===== config.mk =====
export PLATFORM = sky130hd
export DESIGN_NAME = reg_scoreboard
export DESIGN_NICKNAME = d
export VERILOG_FILES = /design/src/rtl/reg_scoreboard.sv
export SDC_FILE = /design/constraint.sdc
export NUM_CORES = 1
export LEC_CHECK = 0
export ABC_AREA = 1
export CAP_MARGIN = 10
export CORE_MARGIN = 2
export CORE_UTILIZATION = 41
export CTS_CLUSTER_SIZE = 10
export DETAILED_ROUTE_END_ITERATION = 10
export MAX_ROUTING_LAYER = met4
export SLEW_MARGIN = 10
export SYNTH_ARGS = -nofsm -noshare
export SYNTH_HDL_FRONTEND = slang
export SYNTH_SLANG_ARGS = --single-unit

===== constraint.sdc =====
create_clock -name clk -period 11.39 [get_ports clk]
set_clock_uncertainty 0.2 [all_clocks]
set_input_delay 2.278 -clock clk [delete_from_list [all_inputs] [get_ports clk]]
set_output_delay 2.278 -clock clk [all_outputs]
set_load 0.05 [all_outputs]

===== src/rtl/reg_scoreboard.sv =====
// reg_scoreboard: tracks in-flight register writes so decode issues
// an instruction only when none of its source operands is still pending.
//
// Ports:
//   clk, rst               clock, synchronous active-high reset
//   iss_valid              decode presents an instruction
//   iss_rs/iss_use_rs      source A and its use flag
//   iss_rt/iss_use_rt      source B and its use flag
//   iss_we/iss_rd          instruction writes register iss_rd
//   iss_ready              issue permitted this cycle (combinational)
//   wb_we/wb_rd            register-file write port, retires a pending write
//   kill_we/kill_rd        squash, cancels one pending write
//   busy_mask              registered, bit i set when register i has pending writes
//   pend_total             registered sum of all pending writes, saturating
//   err_underflow          sticky, a retire found no pending write to remove
module reg_scoreboard #(
  parameter int NREG  = 32,
  parameter int CNT_W = 2
) (
  input  logic            clk,
  input  logic            rst,
  input  logic            iss_valid,
  input  logic [4:0]      iss_rs,
  input  logic [4:0]      iss_rt,
  input  logic            iss_use_rs,
  input  logic            iss_use_rt,
  input  logic            iss_we,
  input  logic [4:0]      iss_rd,
  output logic            iss_ready,
  input  logic            wb_we,
  input  logic [4:0]      wb_rd,
  input  logic            kill_we,
  input  logic [4:0]      kill_rd,
  output logic [NREG-1:0] busy_mask,
  output logic [6:0]      pend_total,
  output logic            err_underflow
);

  localparam int SUM_RAW = CNT_W + $clog2(NREG) + 1;
  localparam int SUM_W   = (SUM_RAW > 8) ? SUM_RAW : 8;
  localparam logic [CNT_W-1:0] CMAX = '1;

  logic [CNT_W-1:0] cnt     [NREG];
  logic [CNT_W-1:0] eff     [NREG];
  logic [CNT_W-1:0] cnt_nxt [NREG];
  logic [NREG-1:0]  uf;
  logic [NREG-1:0]  busy_nxt;
  logic [SUM_W-1:0] sum;
  logic [6:0]       pend_nxt;

  logic hz_rs;
  logic hz_rt;
  logic full;
  logic fire;

  // Counter after this cycle's retires, floored at zero. A retire
  // exceeding the count is an underflow; r0 is never tracked.
  always_comb begin
    for (int r = 0; r < NREG; r++) begin
      logic           wb_hit;
      logic           kill_hit;
      logic [CNT_W:0] ret;
      logic [CNT_W:0] cur;
      wb_hit   = wb_we && (wb_rd == 5'(r));
      kill_hit = kill_we && (kill_rd == 5'(r));
      ret      = (CNT_W+1)'(wb_hit) + (CNT_W+1)'(kill_hit);
      cur      = {1'b0, cnt[r]};
      eff[r]   = '0;
      uf[r]    = 1'b0;
      if (r != 0) begin
        if (ret > cur) begin
          uf[r] = 1'b1;
        end else begin
          eff[r] = CNT_W'(cur - ret);
        end
      end
    end
  end

  // A write retiring this cycle is already visible to the operand read,
  // so hazards look at the post-retire count.
  always_comb begin
    hz_rs = iss_use_rs && (iss_rs != 5'd0) && (eff[iss_rs] != '0);
    hz_rt = iss_use_rt && (iss_rt != 5'd0) && (eff[iss_rt] != '0);
    full  = iss_we && (iss_rd != 5'd0) && (eff[iss_rd] == CMAX);
  end

  assign iss_ready = !rst && !hz_rs && !hz_rt && !full;
  assign fire      = iss_valid && iss_ready;

  always_comb begin
    for (int r = 0; r < NREG; r++) begin
      cnt_nxt[r] = eff[r];
      if (r != 0 && fire && iss_we && iss_rd == 5'(r)) begin
        cnt_nxt[r] = eff[r] + CNT_W'(1);
      end
      busy_nxt[r] = (cnt_nxt[r] != '0);
    end
  end

  always_comb begin
    sum = '0;
    for (int r = 0; r < NREG; r++) begin
      sum = sum + SUM_W'(cnt_nxt[r]);
    end
    pend_nxt = (sum > SUM_W'(127)) ? 7'd127 : sum[6:0];
  end

  always_ff @(posedge clk) begin
    if (rst) begin
      for (int r = 0; r < NREG; r++) begin
        cnt[r] <= '0;
      end
      busy_mask     <= '0;
      pend_total    <= '0;
      err_underflow <= 1'b0;
    end else begin
      for (int r = 0; r < NREG; r++) begin
        cnt[r] <= cnt_nxt[r];
      end
      busy_mask  <= busy_nxt;
      pend_total <= pend_nxt;
      if (|uf) begin
        err_underflow <= 1'b1;
      end
    end
  end

endmodule


Run 1, the metal 1 layer:
Cells faint in the background.
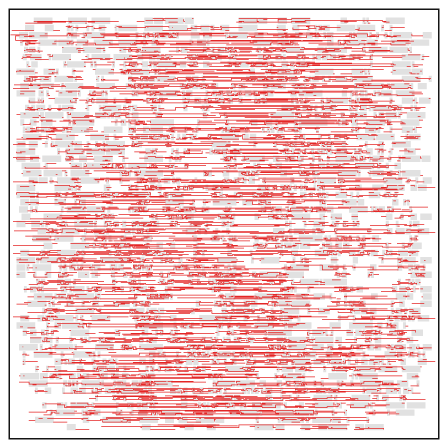
longest straight run	70.6 um
main direction	horizontal

Run 1, M2 wires:
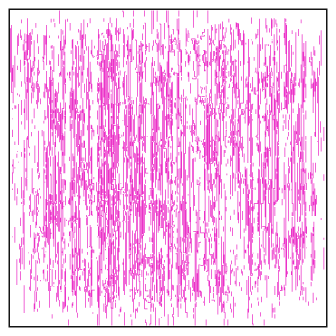
nets with wire on the layer	1584
wire length on this layer	18100 um

Run 1, metal 3:
Cells faint in the background.
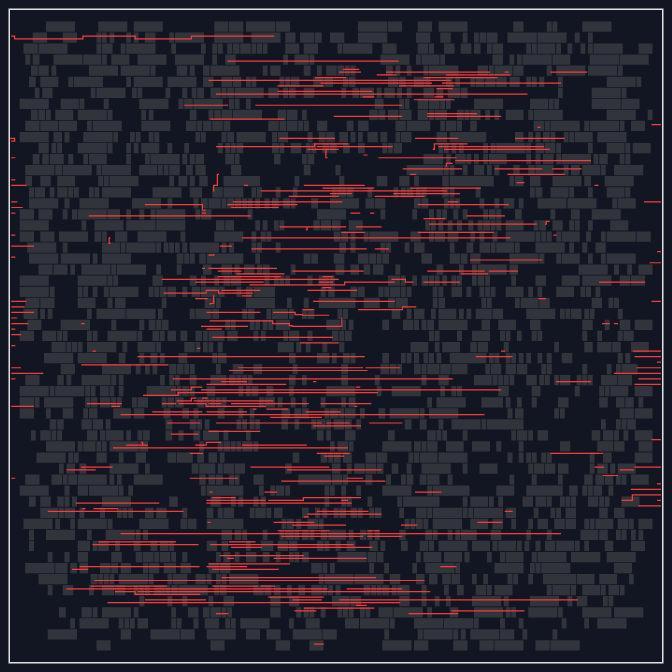
main direction	horizontal
nets with wire on the layer	211

==> flow_metrics.env, run 1 <==
# yosys + openroad results
export IMPL_drt_iter0_drc=1346
export IMPL_finalSetupViolCount=0
export IMPL_globalRouteOverflowTotal=0
export IMPL_xor_share=0.0113
export IMPL_r2r_start="cnt[0][24]"
export IMPL_slew_headroom=0.336
export IMPL_std_cell_rows=57
export IMPL_port_buffers=72
export IMPL_start_kind="input pin"
export IMPL_layout_top_cells="356 x nand2_1, 349 x inv_1, 201 x buf_4"
export IMPL_fa_ha_area_frac=0.265
export IMPL_worst_r2r_setup_slack_ns=3.15
export IMPL_cts_tree="built"
export IMPL_post_route_cells_drive_above_1_share=0.168
export IMPL_endpoint_kind="flop"
export IMPL_clkTransAtPathRegs_ns=0.08
export IMPL_avgRoutedWirePerCell_um=20.4
export IMPL_period_used=0.964
export IMPL_synth_nets=1704
export IMPL_cp_max_fo=14
export IMPL_yosys_top_cells_area="dfxtp_1 20%, fa_1 17%, nand2_1 14%, inv_1 13%, ha_1 9.1%"
export IMPL_netlist_instances=1511
export IMPL_ys_sh_mux=0
export IMPL_crit_path_frequent_cell="fa_1"
export IMPL_powerDensity_nw_per_um2=103
export IMPL_status="finished clean"
export IMPL_met1Wirelength_mm=19.3
export IMPL_drc=0
export IMPL_antenna_found_initial=0
export IMPL_maxSlewViolCount=0
export IMPL_die_h_um=160
export IMPL_final_nets=1959
export IMPL_cts_buffers_inserted=9
export IMPL_syn2layout_area_growth_pct=30.5
export IMPL_critPathLaunch="wb_we"
export IMPL_placed_area_um2=12500
export IMPL_layout_cells_non_filler=2095
export IMPL_ys_seq_elements=101
export IMPL_syn_area_um2=10000
export IMPL_arrival_ns=11.04
export IMPL_drt_wl_total_mm=42.8
export IMPL_grt_max_degree=47
export IMPL_viasPerCell=5.12
export IMPL_pwr_share_comb=0.462
export IMPL_num_fill_cells=2483
export IMPL_final_antenna_net_count=0
export IMPL_ir_drop_mv=0.165
export IMPL_antenna_cells=0
export IMPL_worst_pin_slew_ns=0.986
export IMPL_period_minus_slack_ns=10.98
run 1: metrics by stage:
step | setup WS, ns | utilization | power [uW] | hold slack, ns
floorplan | 1.14 | - | 772 | 0.480
global placement | -0.480 | 0.517 | 989 | 0.272
detailed placement | -0.487 | 0.517 | 992 | 0.274
CTS | 0.0394 | 0.530 | 1340 | 0.288
global route | -0.0198 | 0.542 | 1430 | 0.314
finish | 0.413 | 0.542 | 1350 | 0.288
run 1: Yosys cell counts (11+ instances only):
cell type    n
a21oi_1     35
dfxtp_1    101
nand4_1     49
o21ai_1     19
inv_1      351
nand3_1    121
ha_1        73
clkbuf_1    18
nor3_1      11
o21ai_0     29
nor2_1     167
nand2_1    371
fa_1        87
run 1: worst max-delay path, delay by kind of cell:
kind / cells / cell delay, ns
AND-OR/OR-AND: 7 / 0.84
adder cells (fa/ha/maj): 12 / 5.03
buffers and inverters: 11 / 1.39
AND/OR/NAND/NOR: 10 / 1.46
run 1: final cells by class:
| cell class | instances | area [um^2] | share of cell area |
|---|---|---|---|
| Multi-Input combinational cell | 1015 | 6700 | 0.511 |
| Inverter | 362 | 1360 | 0.104 |
| Timing Repair Buffer | 277 | 2300 | 0.175 |
| Sequential cell | 101 | 2020 | 0.154 |
| Tap cell | 324 | 405 | 0.0309 |
| Clock inverter | 5 | 66.3 | 0.00506 |
| Clock buffer | 11 | 253 | 0.0193 |
run 1: timing repair:
action,CTS,global route
resized,2,73
setup buffers,0,4
pin swaps,0,13
setup endpoints to repair,2,5
run 1: sequential cells by signal, summed over array words and instances, names as in the netlist:
register       count
cnt               62
busy_mask         31
pend_total         7
err_underflow      1
run 1: logic make-up (layout without fill, tap and decap cells):
kind of cell    after synthesis  in the layout
buf+inv                     395            655
xor+xnor                     13             13
flops                       101            101
other cells                   1              1
compound gates              103            103
fa+ha+maj                   160            160
simple gates                738            738
run 1: power groups by stage:
stage	clock network, uW	logic, uW	registers, uW
floorplan	0	343	429
global placement	0	602	388
detailed placement	0	605	388
CTS	349	612	380
global route	362	690	381
finish	347	623	379
run 1: layer usage:
| metal | track usage | up-vias |
|---|---|---|
| li1 | - | 5115 |
| met1 | 0.493 | 5039 |
| met2 | 0.504 | 502 |
| met3 | 0.0597 | 62 |
| met4 | 0.111 | 0 |
| met5 | - | - |
run 1: worst max path at each step:
stage                         end  slack, ns  depth (start not counted)
detailed placement  pend_total[5]      -0.49                         40
CTS                 pend_total[5]       0.04                         40
global placement    pend_total[5]      -0.48                         40
floorplan           pend_total[5]       1.14                         42
finish              pend_total[5]       0.41                         40
global route        pend_total[5]      -0.02                         40
==> inputs of run 2 (changes only) <==
--- a/config.mk
+++ b/config.mk
@@ -9,8 +9,10 @@
 export CAP_MARGIN = 10
 export CORE_MARGIN = 2
 export CORE_UTILIZATION = 41
+export CTS_CLUSTER_DIAMETER = 80
 export CTS_CLUSTER_SIZE = 10
 export DETAILED_ROUTE_END_ITERATION = 10
+export DONT_BUFFER_PORTS = 1
 export MAX_ROUTING_LAYER = met4
 export SLEW_MARGIN = 10
 export SYNTH_ARGS = -nofsm -noshare
Run 2, metal 3:
Cells faint in the background.
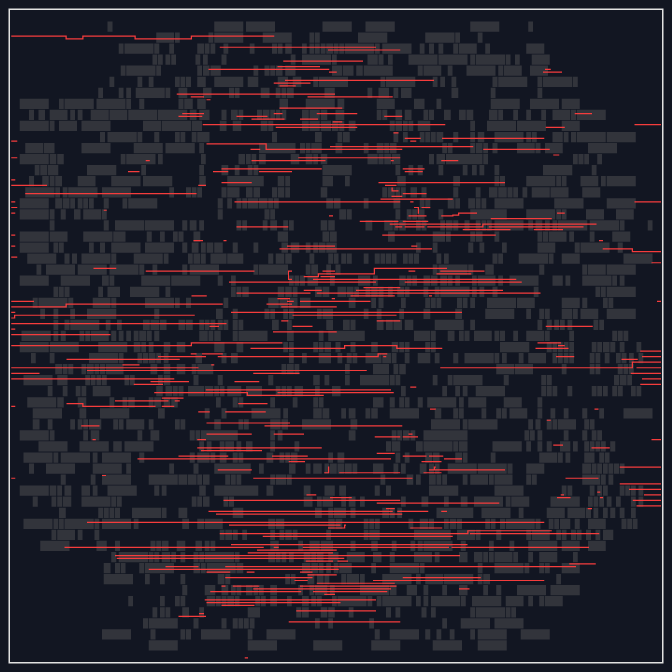
longest straight run	112 um
nets with wire on the layer	214

Run 2, metal 4:
Bar = 50 um. Cells faint in the background.
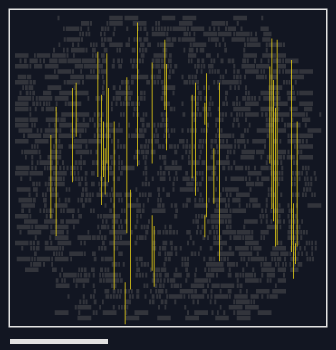
wire length on this layer	1850 um
nets with wire on the layer	33
longest straight run	104 um
main direction	vertical

==> run 2 against run 1 <==
First-iteration DRC count is 25% lower. Sequential power grew 12%. Power down 7.8%. Clock-buffer cell count shrank 1. Fmax grew 1.1%. Core utilization down 9.0 points. Setup slack gained 0.12 ns. Synthesized cell count did not move. Sequential share of layout area grew 3.1 points. Global-route usage decreased by 2.5 points. Critical endpoint unchanged. Largest cell class unchanged.
==> flow_metrics.env, run 2 <==
# yosys + openroad results
export IMPL_drt_iter0_drc=1004
export IMPL_syn2layout_area_growth_pct=8.81
export IMPL_synth_most_common_cell="nand2_1"
export IMPL_regMostFlops="cnt"
export IMPL_ys_seq_elements=101
export IMPL_p_total_uw=1240
export IMPL_synth_nets=1704
export IMPL_postLayoutCoreUtil=0.452
export IMPL_drc=0
export IMPL_post_route_cells_drive_above_1_share=0.0503
export IMPL_cts_buffers_inserted=9
export IMPL_placed_area_um2=10600
export IMPL_met1Wirelength_mm=17.1
export IMPL_finalSetupViolCount=0
export IMPL_powerDensity_nw_per_um2=114
export IMPL_syn_area_um2=10000
export IMPL_worst_r2r_setup_slack_ns=3.05
export IMPL_period_minus_slack_ns=10.85
export IMPL_arrival_ns=10.91
export IMPL_grt_max_degree=48
export IMPL_slew_headroom=0.440
export IMPL_top_regs="cnt x62, busy_mask x31, pend_total x7"
export IMPL_status="finished clean"
export IMPL_period_used=0.953
export IMPL_std_cell_rows=57
export IMPL_crit_path_frequent_cell="inv_1"
export IMPL_maxSlewViolCount=0
export IMPL_start_kind="input pin"
export IMPL_antenna_found_initial=1
export IMPL_fin_hold_ws_ns=0.524
Run 2, the metal 1 layer:
Cells faint in the background.
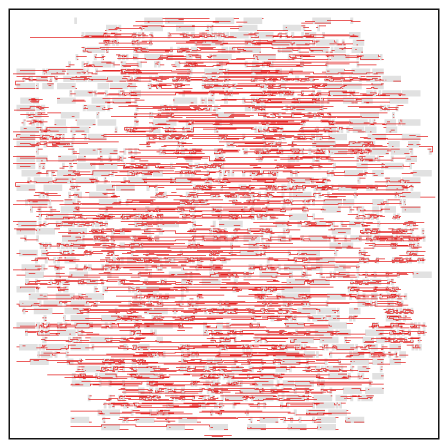
nets with wire on the layer	1648
share of all routed wire	44%

-- run 2: cell counts after synthesis --
No cell type changed its count.
-- run 2: final cells by class --
| class | instances | area [um^2] | share of cell area |
|---|---|---|---|
| diodes | 2 | 5.00 | 0.000458 |
| clock buffers | 10 | 229 | 0.0210 |
| clock inverters | 5 | 82.6 | 0.00756 |
| inverters | 362 | 1360 | 0.125 |
| multi-input cells | 1015 | 6490 | 0.595 |
| flip-flops and latches | 101 | 2020 | 0.185 |
| well taps | 324 | 405 | 0.0371 |
| repair buffers | 38 | 323 | 0.0296 |
-- run 2: power by group through the flow --
stage | Combinational, uW | Sequential (uW) | Clock (uW)
floorplan | 343 | 429 | 0
global placement | 473 | 432 | 0
global route | 553 | 425 | 366
CTS | 480 | 423 | 354
detailed placement | 473 | 431 | 0
finish | 476 | 423 | 346
-- run 2: what timing repair did --
item                       in CTS  in global routing
setup endpoints to repair       0                  1
gates resized                   0                  2
hold buffers                    0                  0
-- run 2: routing by layer --
layer,up-vias,track usage
met5,-,-
met4,0,0.147
met3,80,0.0886
met2,481,0.444
met1,4478,0.438
li1,4630,-
-- run 2: worst max-delay path by stage --
| stage | endpoint | slack [ns] |
|---|---|---|
| floorplan | pend_total[5] | 1.14 |
| global placement | pend_total[5] | 0.09 |
| detailed placement | pend_total[5] | 0.11 |
| CTS | pend_total[5] | 0.48 |
| global route | pend_total[5] | 0.03 |
| finish | pend_total[5] | 0.54 |
-- run 2: kinds of logic after synthesis --
family | synth area share
buffers and inverters | 0.153
AND-OR/OR-AND | 0.0560
AND/OR/NAND/NOR | 0.314
other | 0.000374
XOR/XNOR | 0.0113
adder cells (fa/ha/maj) | 0.265
flip-flops | 0.201
-- run 2: stage by stage --
stage                     std cells  setup WS [ns]
after floorplan                1511           1.14
after global placement         1840         0.0886
after detailed placement       1840          0.114
after CTS                      1855          0.480
after global routing           1856         0.0269
final                          1857          0.535
-- run 2: worst max-delay path: cells and delay by family --
family                   cells  cell delay (ns)
adder cells (fa/ha/maj)     12             4.92
buffers and inverters       12             1.02
AND/OR/NAND/NOR             17             2.41
AND-OR/OR-AND                3             0.27
Power figures rest on the tool's default switching activity, not on a simulated workload.
